`src/rtl/image_row_feeder.sv`:
```
// image_row_feeder: gathers a serial pixel stream into full image rows using
// two ping-pong assembly buffers and hands each completed row to the memory
// bank as one packed word with a single-cycle wr_en. Tracks the row position
// inside a square frame and flags the first and last rows.
// Optional feature macro: FEEDER_PAD_EN -- when defined, flush zero-pads the
// partial row in the fill buffer and emits it as a normal row.
module image_row_feeder #(
  parameter int IMAGE_SIZE = 16,
  parameter int DATA_WIDTH = 16,
  parameter int IDX_WIDTH  = 4
) (
  input  logic                             clk,
  input  logic                             rst,
  input  logic                             pix_valid,
  input  logic [DATA_WIDTH-1:0]            pix_data,
  output logic                             pix_ready,
  input  logic                             flush,
  input  logic                             bank_ready,
  output logic                             wr_en,
  output logic [IMAGE_SIZE*DATA_WIDTH-1:0] data_out,
  output logic [IDX_WIDTH-1:0]             row_idx,
  output logic                             frame_start,
  output logic                             frame_done
);

  localparam logic [IDX_WIDTH-1:0] LAST_IDX = IDX_WIDTH'(IMAGE_SIZE - 1);

  logic [DATA_WIDTH-1:0]            row_buf [2][IMAGE_SIZE];
  logic [IDX_WIDTH-1:0]             col;
  logic [IDX_WIDTH-1:0]             row_cnt;
  logic [1:0]                       full;
  logic                             fill_sel;
  logic                             drain_sel;
  logic                             accept;
  logic                             pad_row;
  logic                             row_end;
  logic                             drain;
  logic [IMAGE_SIZE*DATA_WIDTH-1:0] drain_row;

  // Ready comes straight from registered flags so upstream sees no comb path.
  assign pix_ready = !full[fill_sel];
  assign accept    = pix_valid && pix_ready;

`ifdef FEEDER_PAD_EN
  assign pad_row = flush && (col != '0) && !full[fill_sel];
`else
  // flush has no function in this build; the partial row waits for pixels.
  assign pad_row = flush & 1'b0;
`endif

  assign row_end = (accept && (col == LAST_IDX)) || pad_row;
  assign drain   = full[drain_sel] && bank_ready;

  // Pack the buffer being drained into the bank's row word.
  always_comb begin
    drain_row = '0;
    for (int c = 0; c < IMAGE_SIZE; c++) begin
      drain_row[c*DATA_WIDTH +: DATA_WIDTH] = row_buf[drain_sel][c];
    end
  end

  // Buffer storage: pixel write at col, zero-fill of the tail on a padded row.
  always_ff @(posedge clk) begin
    for (int c = 0; c < IMAGE_SIZE; c++) begin
      if (accept && (col == IDX_WIDTH'(c))) begin
        row_buf[fill_sel][c] <= pix_data;
      end else if (pad_row && (IDX_WIDTH'(c) >= col)) begin
        row_buf[fill_sel][c] <= '0;
      end
    end
  end

  // Fill/drain control; fill and drain never touch the same full bit at one edge.
  always_ff @(posedge clk) begin
    if (!rst) begin
      col         <= '0;
      row_cnt     <= '0;
      full        <= 2'b00;
      fill_sel    <= 1'b0;
      drain_sel   <= 1'b0;
      wr_en       <= 1'b0;
      frame_start <= 1'b0;
      frame_done  <= 1'b0;
      row_idx     <= '0;
      data_out    <= '0;
    end else begin
      if (accept) begin
        col <= col + 1'b1;
      end
      if (row_end) begin
        col            <= '0;
        full[fill_sel] <= 1'b1;
        fill_sel       <= ~fill_sel;
      end
      if (drain) begin
        data_out        <= drain_row;
        wr_en           <= 1'b1;
        row_idx         <= row_cnt;
        frame_start     <= (row_cnt == '0);
        frame_done      <= (row_cnt == LAST_IDX);
        full[drain_sel] <= 1'b0;
        drain_sel       <= ~drain_sel;
        row_cnt         <= (row_cnt == LAST_IDX) ? '0 : row_cnt + 1'b1;
      end else begin
        wr_en       <= 1'b0;
        frame_start <= 1'b0;
        frame_done  <= 1'b0;
      end
    end
  end

endmodule

```
`config.mk`:
```
export PLATFORM = sky130hd
export DESIGN_NAME = image_row_feeder
export DESIGN_NICKNAME = d
export VERILOG_FILES = /design/src/rtl/image_row_feeder.sv
export SDC_FILE = /design/constraint.sdc
export NUM_CORES = 1
export LEC_CHECK = 0
export CAP_MARGIN = 40
export CORE_UTILIZATION = 45
export CTS_CLUSTER_DIAMETER = 80
export DETAILED_ROUTE_END_ITERATION = 10
export PLACE_DENSITY = 0.73
export SLEW_MARGIN = 0
export SYNTH_ARGS = -nofsm -noshare
export SYNTH_HDL_FRONTEND = slang
export SYNTH_SLANG_ARGS = --single-unit
```
`constraint.sdc`:
```
create_clock -name clk -period 7.3 [get_ports clk]
set_input_delay 0.73 -clock clk [delete_from_list [all_inputs] [get_ports clk]]
set_output_delay 0.73 -clock clk [all_outputs]
set_load 0.01 [all_outputs]
```
==> run_1/wires.png <==
The bar under the picture is 100 um long.
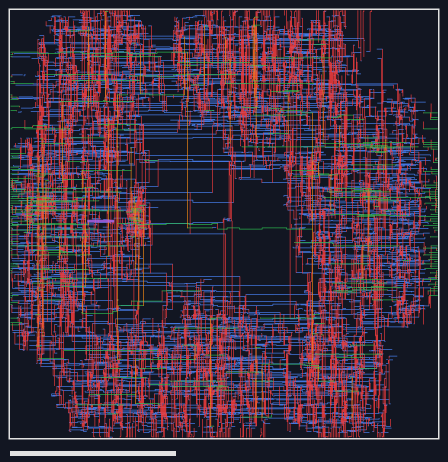
[metal 3] green | wire length: 4050 um
[metal 2] red | wire length: 33.8 mm
[metal 1] blue | wire length: 29.8 mm
[metal 4] orange | wire length: 2000 um
[metal 5] purple | wire length: 14.7 um
Total Routed Length: 69700 um
routed via count: 16.8k
mean routed wirelength per cell: 23.1 um
GRT Overall Usage: 0.206

==> run_1/flops_by_reg.png <==
The bar under the picture is 100 um long. Other sequential cells in the stronger grey, the rest of the logic in the fainter grey.
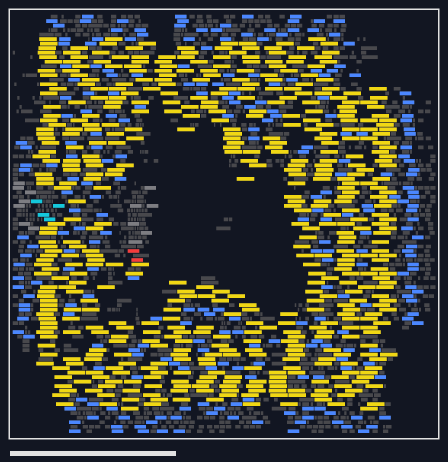
[full] red | sequential cells: 2
[row_cnt] cyan | sequential cells: 4 | where: middle left
[row_buf] yellow | sequential cells: 512 | where: all over the die
[data_out] blue | sequential cells: 256 | where: all over the die
not coloured: 13
final core utilization: 0.554
flop share of the area: 0.582

==> run_1/clocks.png <==
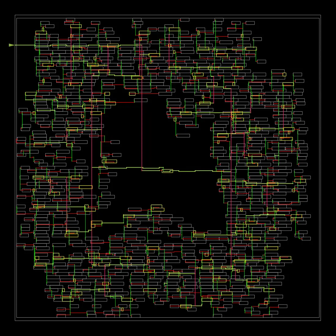
registers: 787
clock skew: 0.0117 ns

==> run_1/io_fan.png <==
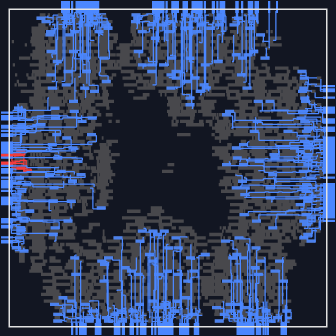
[data_out] blue | direction: output | end cells: 256 | buffers: 256 | wire: 11300 um
[row_idx] red | direction: output | end cells: 4 | buffers: 4 | wire: 104 um
number of port buffers: 283
I/O pin count: 285

run 1: metrics by stage:
step	utilization	power [mW]
6_report	0.554	9.03
5_1_grt	0.554	9.29
4_1_cts	0.554	9.11
3_5_place_dp	0.513	5.05
3_3_place_gp	0.508	5.02
2_1_floorplan	-	4.92
run 1: area by class of cell:
cell class | count | area share
flip-flops and latches | 787 | 0.582
multi-input cells | 881 | 0.216
repair buffers | 340 | 0.0966
clock buffers | 103 | 0.0617
well taps | 855 | 0.0298
clock inverters | 44 | 0.0121
inverters | 9 | 0.00115
diodes | 3 | 0.000209
run 1: worst reg2reg max path: cells and delay by family, from the launching register on:
family	cells	cell delay, ns
buffers and inverters	2	0.44
DFF	1	0.77
muxes	1	0.45
and+or+nand+nor	2	1.27
run 1: routing by layer:
metal / GRT usage / up-vias / share of wire
met5: 0 / - / 0.00020
met4: 0.0768 / 2 / 0.029
met3: 0.0378 / 107 / 0.058
met2: 0.337 / 521 / 0.48
met1: 0.276 / 8517 / 0.43
li1: - / 7636 / -
run 1: synth_stat cells (all sizes together):
| master | count |
|---|---|
| nor2 | 31 |
| mux2 | 2 |
| o221a | 1 |
| o32ai | 1 |
| o211a | 1 |
| ha | 6 |
| a211oi | 257 |
| nand2 | 9 |
| nand4 | 3 |
| and3 | 1 |
| a31oi | 1 |
| o31a | 1 |
| o21ai | 8 |
| buf | 95 |
| nor4 | 2 |
| nand2b | 3 |
| or3b | 2 |
| nor3 | 5 |
| dfxtp | 275 |
| nor4b | 1 |
| nand3b | 2 |
| edfxtp | 512 |
| inv | 9 |
| mux2i | 259 |
| clkbuf | 55 |
| or3 | 1 |
| nor3b | 1 |
| a21oi | 266 |
| nand3 | 16 |
| o21a | 1 |
==> impl_metrics.ini, run 1 <==
; implementation run metrics
[outcome]
status = finished, final reports clean

[layout]
seq_area_um2 = 20900
final_cells = 3022
lay_top_count = edfxtp_1
drive_above_1_share = 0.219
largest_reg_flops = 512
final_nets = 2126
reg_top3 = row_buf x512, data_out x256
lay_top_cells = edfxtp_1 (512), dfxtp_1 (274), a21oi_1 (266), clkdlybuf4s50_1 (266), mux2i_1 (258)
nFillCells = 5045
regMostFlops = row_buf
logic_area_um2 = 7740
area_delta_synth_final_pct = 21.3

[logic_synthesis]
ys_types = 38
yosys_area_um2 = 29600
yosys.area_share.simple = 0.0129
topCellsByArea = edfxtp_1 (52%), dfxtp_1 (19%), a211oi_2 (11%), mux2i_1 (8.7%), a21oi_1 (4.5%)
ys_cells = 1827
syn_area_um2 = 29600
syn_area_per_cell_um2 = 16.2
yosysWarnings = 0
ys_sh_xor = 0
logic_family = AND-OR/OR-AND gates
ys_seq_frac = 0.706
muxShareOfSynthArea = 0.0890
adder_share = 0.00254
synthAoiAreaFrac = 0.156
ys_seq_elements = 787

[clocking]
ctsLongestPathBuffers = 3
worst_skew_pair.late_latency_ns = 0.62
post_cts_buffers = 0
cts_buffers = 80
cts_resized = 0
htree_levels = 3
path_clk_slew_ns = 0.06
clockRootBuffer = clkbuf_16
cts_tree = built

[power]
p_seq_frac = 0.527
ir_drop_v = 0.000151
seq_cell_power_mw = 4.75
clockPowerShare = 0.452
top_power_group = registers
p_sw_mw = 1.85
internal-power_mw = 7.18
p_leak_nw = 10.6
combPwrFrac = 0.022
power_density_nw_per_um2 = 252

[global_routing]
grt_max_degree = 134
grt_pass1_wl_um = 104000
grt.overflow.total = 0
grt_pass1_vias = 16900
antenna_found_initial = 2

[sta]
worst_slack_ns = 3.97
worst_pin_slew_ns = 1.08
rsz0062_at_grt = false
period_minus_slack_ns = 3.33
hold_ws_ns = 0.361
slew_headroom = 0.279
period_used_share = 0.456
setup_tns_ns = 0

[detailed_routing]
via_per_inst = 5.55
drtAntennaViolNets = 0
dr.first_iter.drc_count = 1242
dr.pass1.iters = 5

[worst_setup_path]
r2r_end = row_buf[1][26]
ff2ff_setup_slack_ns = 4.07
r2r-start = fill_sel
critical_path_arrival_ns = 2.60
worstSetupEndpoint = pix_ready
critPathLaunchType = register
reg2regPathDepth = 5
startpoint = fill_sel
cp_num_buf_inv = 2
path_delay_family = flip-flops
path_max_fanout = 14

[placed_design]
placed_cell_area_um2 = 33200
gp_routability_congestion = 0.771
placedCellCount = 2872

[min_path]
min_to = row_buf[1][124]
min_path_cells = 1
hp-start = pix_data[12]
hp-class = primary input to register

[floorplan]
core_um2 = 64700
dieArea_um2 = 66700
die_h_um = 258

[run]
drv_cap = 0
==> run_1/sizes.png <==
The bar under the picture is 100 um long.
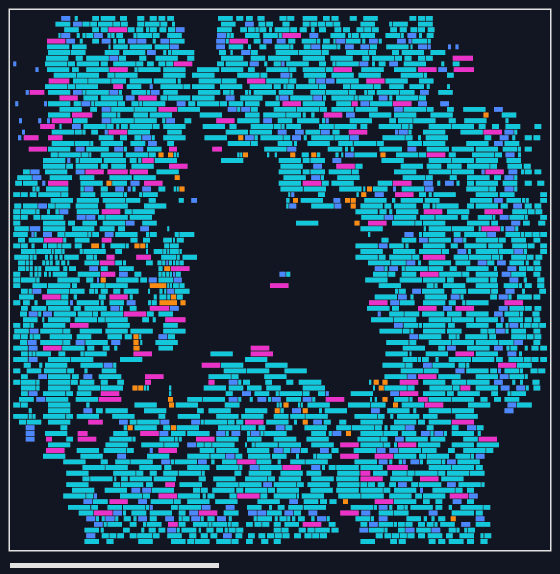

--- run 2 (diff from run 1) ---
- PLACE_DENSITY: 0.73 -> 0.76
- clock period: 7.3 -> 2.9 ns (I/O delays scaled with it)
==> run_2/sizes.png <==
The bar under the picture is 100 um long.
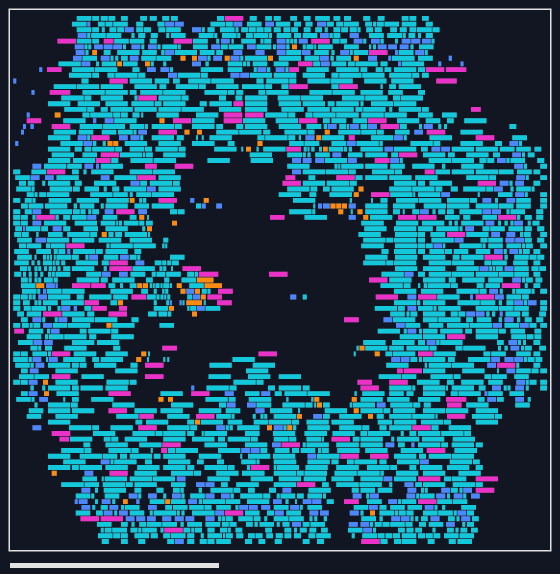
[_2 cells] blue | cells: 296
[_0 and _1 cells] cyan | cells: 1699
[_6 and larger] magenta | cells: 127
[_3 and _4 cells] orange | cells: 69

==> run_2/io_fan.png <==
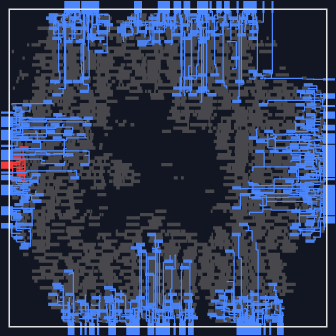
[row_idx] red | direction: output | end cells: 4 | buffers: 4 | wire: 125 um
[data_out] blue | direction: output | end cells: 256 | buffers: 256 | wire: 9900 um

==> run_2/flops_by_reg.png <==
The bar under the picture is 100 um long. Other sequential cells in the stronger grey, the rest of the logic in the fainter grey.
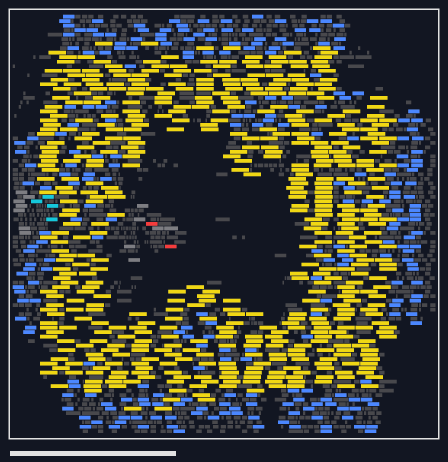
[full] red | sequential cells: 2
[row_buf] yellow | sequential cells: 512 | where: all over the die
[row_cnt] cyan | sequential cells: 4 | where: middle left
[data_out] blue | sequential cells: 256 | where: all over the die
not coloured: 13
final core utilization: 0.558
Flop area: 20900 um2
Seq. pwr: 12.0 mW

==> impl_metrics.ini, run 2 <==
; implementation run metrics
[layout]
final_cells = 3048
nFillCells = 5044
largest_reg_flops = 512
stdcell_area_um2 = 36100
lay_top_cells = edfxtp_1 (512), dfxtp_1 (274), a21oi_1 (266), clkdlybuf4s50_1 (266), mux2i_1 (258)
lay_top_count = edfxtp_1
drive_above_1_share = 0.225
area_delta_synth_final_pct = 22.0
regMostFlops = row_buf
final_nets = 2153
reg_top3 = row_buf x512, data_out x256

[worst_setup_path]
path_delay_family = buffers and inverters
r2r-start = full[0]
r2r_end = row_buf[0][64]
worstSetupPathType = register to output port
cp_num_buf_inv = 2
critPathLaunchType = register
ff2ff_setup_slack_ns = 0.57
worstPathRequired_ns = 2.61
reg2regPathDepth = 5
path_max_fanout = 8
crit_slowest_cell = clkdlybuf4s50_1
endpoint_kind = output port
critical_path_arrival_ns = 2.14
critPathMaxStageDelay_ns = 0.62
path_cells = mux2_2, inv_2, clkdlybuf4s50_1

[sta]
finalMaxSlewViolations = 0
setup_viol = 0
rsz0062_at_grt = false
worst_pin_slew_ns = 0.988
period_minus_slack_ns = 2.43
slew_headroom = 0.341
clock.fmax_mhz = 412
period_used_share = 0.837
hold_ws_ns = 0.131
hold_viol = 0
fin_skew_ns = 0.0214
setup_tns_ns = 0
worst_slack_ns = 0.472

[logic_synthesis]
synth_top_area_share = 0.520
yosysWarnings = 0
top_cells_by_count = edfxtp_1 (512), dfxtp_1 (275), a21oi_1 (266)
ff_type = edfxtp_1
post-synth-top-count-cell = edfxtp_1
syn_area_per_cell_um2 = 16.2
ys_cells = 1827
ys_seq_elements = 787
yosys_area_um2 = 29600
ys_types = 38
syn-num-nets = 1854
async_flop_share = 0
ys_seq_frac = 0.706
syn_area_um2 = 29600
synthCells = 1827
topCellsByArea = edfxtp_1 (52%), dfxtp_1 (19%), a211oi_2 (11%), mux2i_1 (8.7%), a21oi_1 (4.5%)
top_area_cell = edfxtp_1
edf_count = 512

[detailed_routing]
drtAntennaViolNets = 0
via_per_inst = 5.50
dr.pass1.iters = 5
vias = 16800
drc_errors = 0
routed_wl_um = 69600
dr.first_iter.drc_count = 1543
wl_per_cell_um = 22.8

[clocking]
cts_buffers = 79
clockRootBuffer = clkbuf_16
cts_resized = 0
htree_levels = 3
ctsLongestPathBuffers = 3
holdBufCountCts = 0
clock_sinks = 787
cts_tree = built
post_cts_buffers = 0
worst_skew_pair.late_latency_ns = 0.61
path_clk_slew_ns = 0.06

[outcome]
status = finished, final reports clean

[run]
drv_cap = 0
warnings = 39

[global_routing]
grt.total_usage = 0.206
grt.overflow.total = 0
grt_pass1_wl_um = 104000
grt_pass1_vias = 17100
antenna_found_initial = 2
grt_max_degree = 168

[power]
power_mw = 22.6
p_seq_frac = 0.531
clockPowerShare = 0.447
power_density_nw_per_um2 = 625
swShare = 0.203
combPwrFrac = 0.022
p_sw_mw = 4.58
p_leak_nw = 10.7
ir_drop_v = 0.000401
internal-power_mw = 18.0

[floorplan]
die_x_um = 258
rows = 93
io_pins = 285
dieArea_um2 = 66700
fp_util = 0.457
die_h_um = 258
core_um2 = 64700

[min_path]
min_path_cells = 3
hp-start = bank_ready
min_to = row_idx[3]
hp-class = primary input to register

[placed_design]
place_hpwl_um = 41100
port_buffers = 283
placedCellCount = 2900
pre_cts_slack_ns = 0.418
gp_routability_congestion = 0.771
placed_cell_area_um2 = 33500
-- run 2: how the worst max path moves through the flow --
| stage | cells after the start | end | slack, ns | startpoint |
|---|---|---|---|---|
| finish | 3 | pix_ready | 0.47 | full[0] |
| global route | 3 | pix_ready | 0.37 | full[0] |
| CTS | 3 | pix_ready | 0.43 | full[0] |
| detailed placement | 5 | row_buf[0][60] | 0.42 | pix_valid |
| global placement | 5 | row_buf[0][60] | 0.47 | pix_valid |
| floorplan | 4 | row_buf[0][48] | 0.19 | fill_sel |
-- run 2: power groups by stage --
stage          Clock [mW]  Combinational [mW]  Sequential [mW]
2_1_floorplan           0               0.186             12.2
3_3_place_gp            0               0.461             12.2
3_5_place_dp            0               0.503             12.2
4_1_cts              10.3               0.503             12.0
5_1_grt              10.7               0.526             12.0
6_report             10.1               0.498             12.0
-- run 2: cell families (layout without fill, tap and decap cells) --
group / Yosys count / in the layout / share of synthesized area
flip-flops: 787 / 787 / 0.706
AND-OR/OR-AND: 537 / 537 / 0.156
multiplexers: 261 / 261 / 0.0890
buffers and inverters: 159 / 523 / 0.0333
AND/OR/NAND/NOR: 77 / 77 / 0.0129
adder cells (fa/ha/maj): 6 / 6 / 0.00254
other: 0 / 2 / 0
-- run 2: per-layer routing --
metal  wire length (um)  GRT usage  vias to the layer above
met1              29700      0.273                     8429
li1                   -          -                     7685
met3               3810     0.0350                      124
met4               2090     0.0753                        2
met5                 17          0                        -
met2              34000      0.340                      524
-- run 2: final cells by class --
cell class,count,area [um2],area share
flip-flops and latches,787,20900,0.579
clock inverters,32,339,0.00940
repair buffers,368,3740,0.104
multi-input cells,881,7760,0.215
inverters,9,41.3,0.00114
well taps,855,1070,0.0297
diodes,2,5.00,0.000139
clock buffers,114,2240,0.0621
Power and IR drop assume default switching activity.
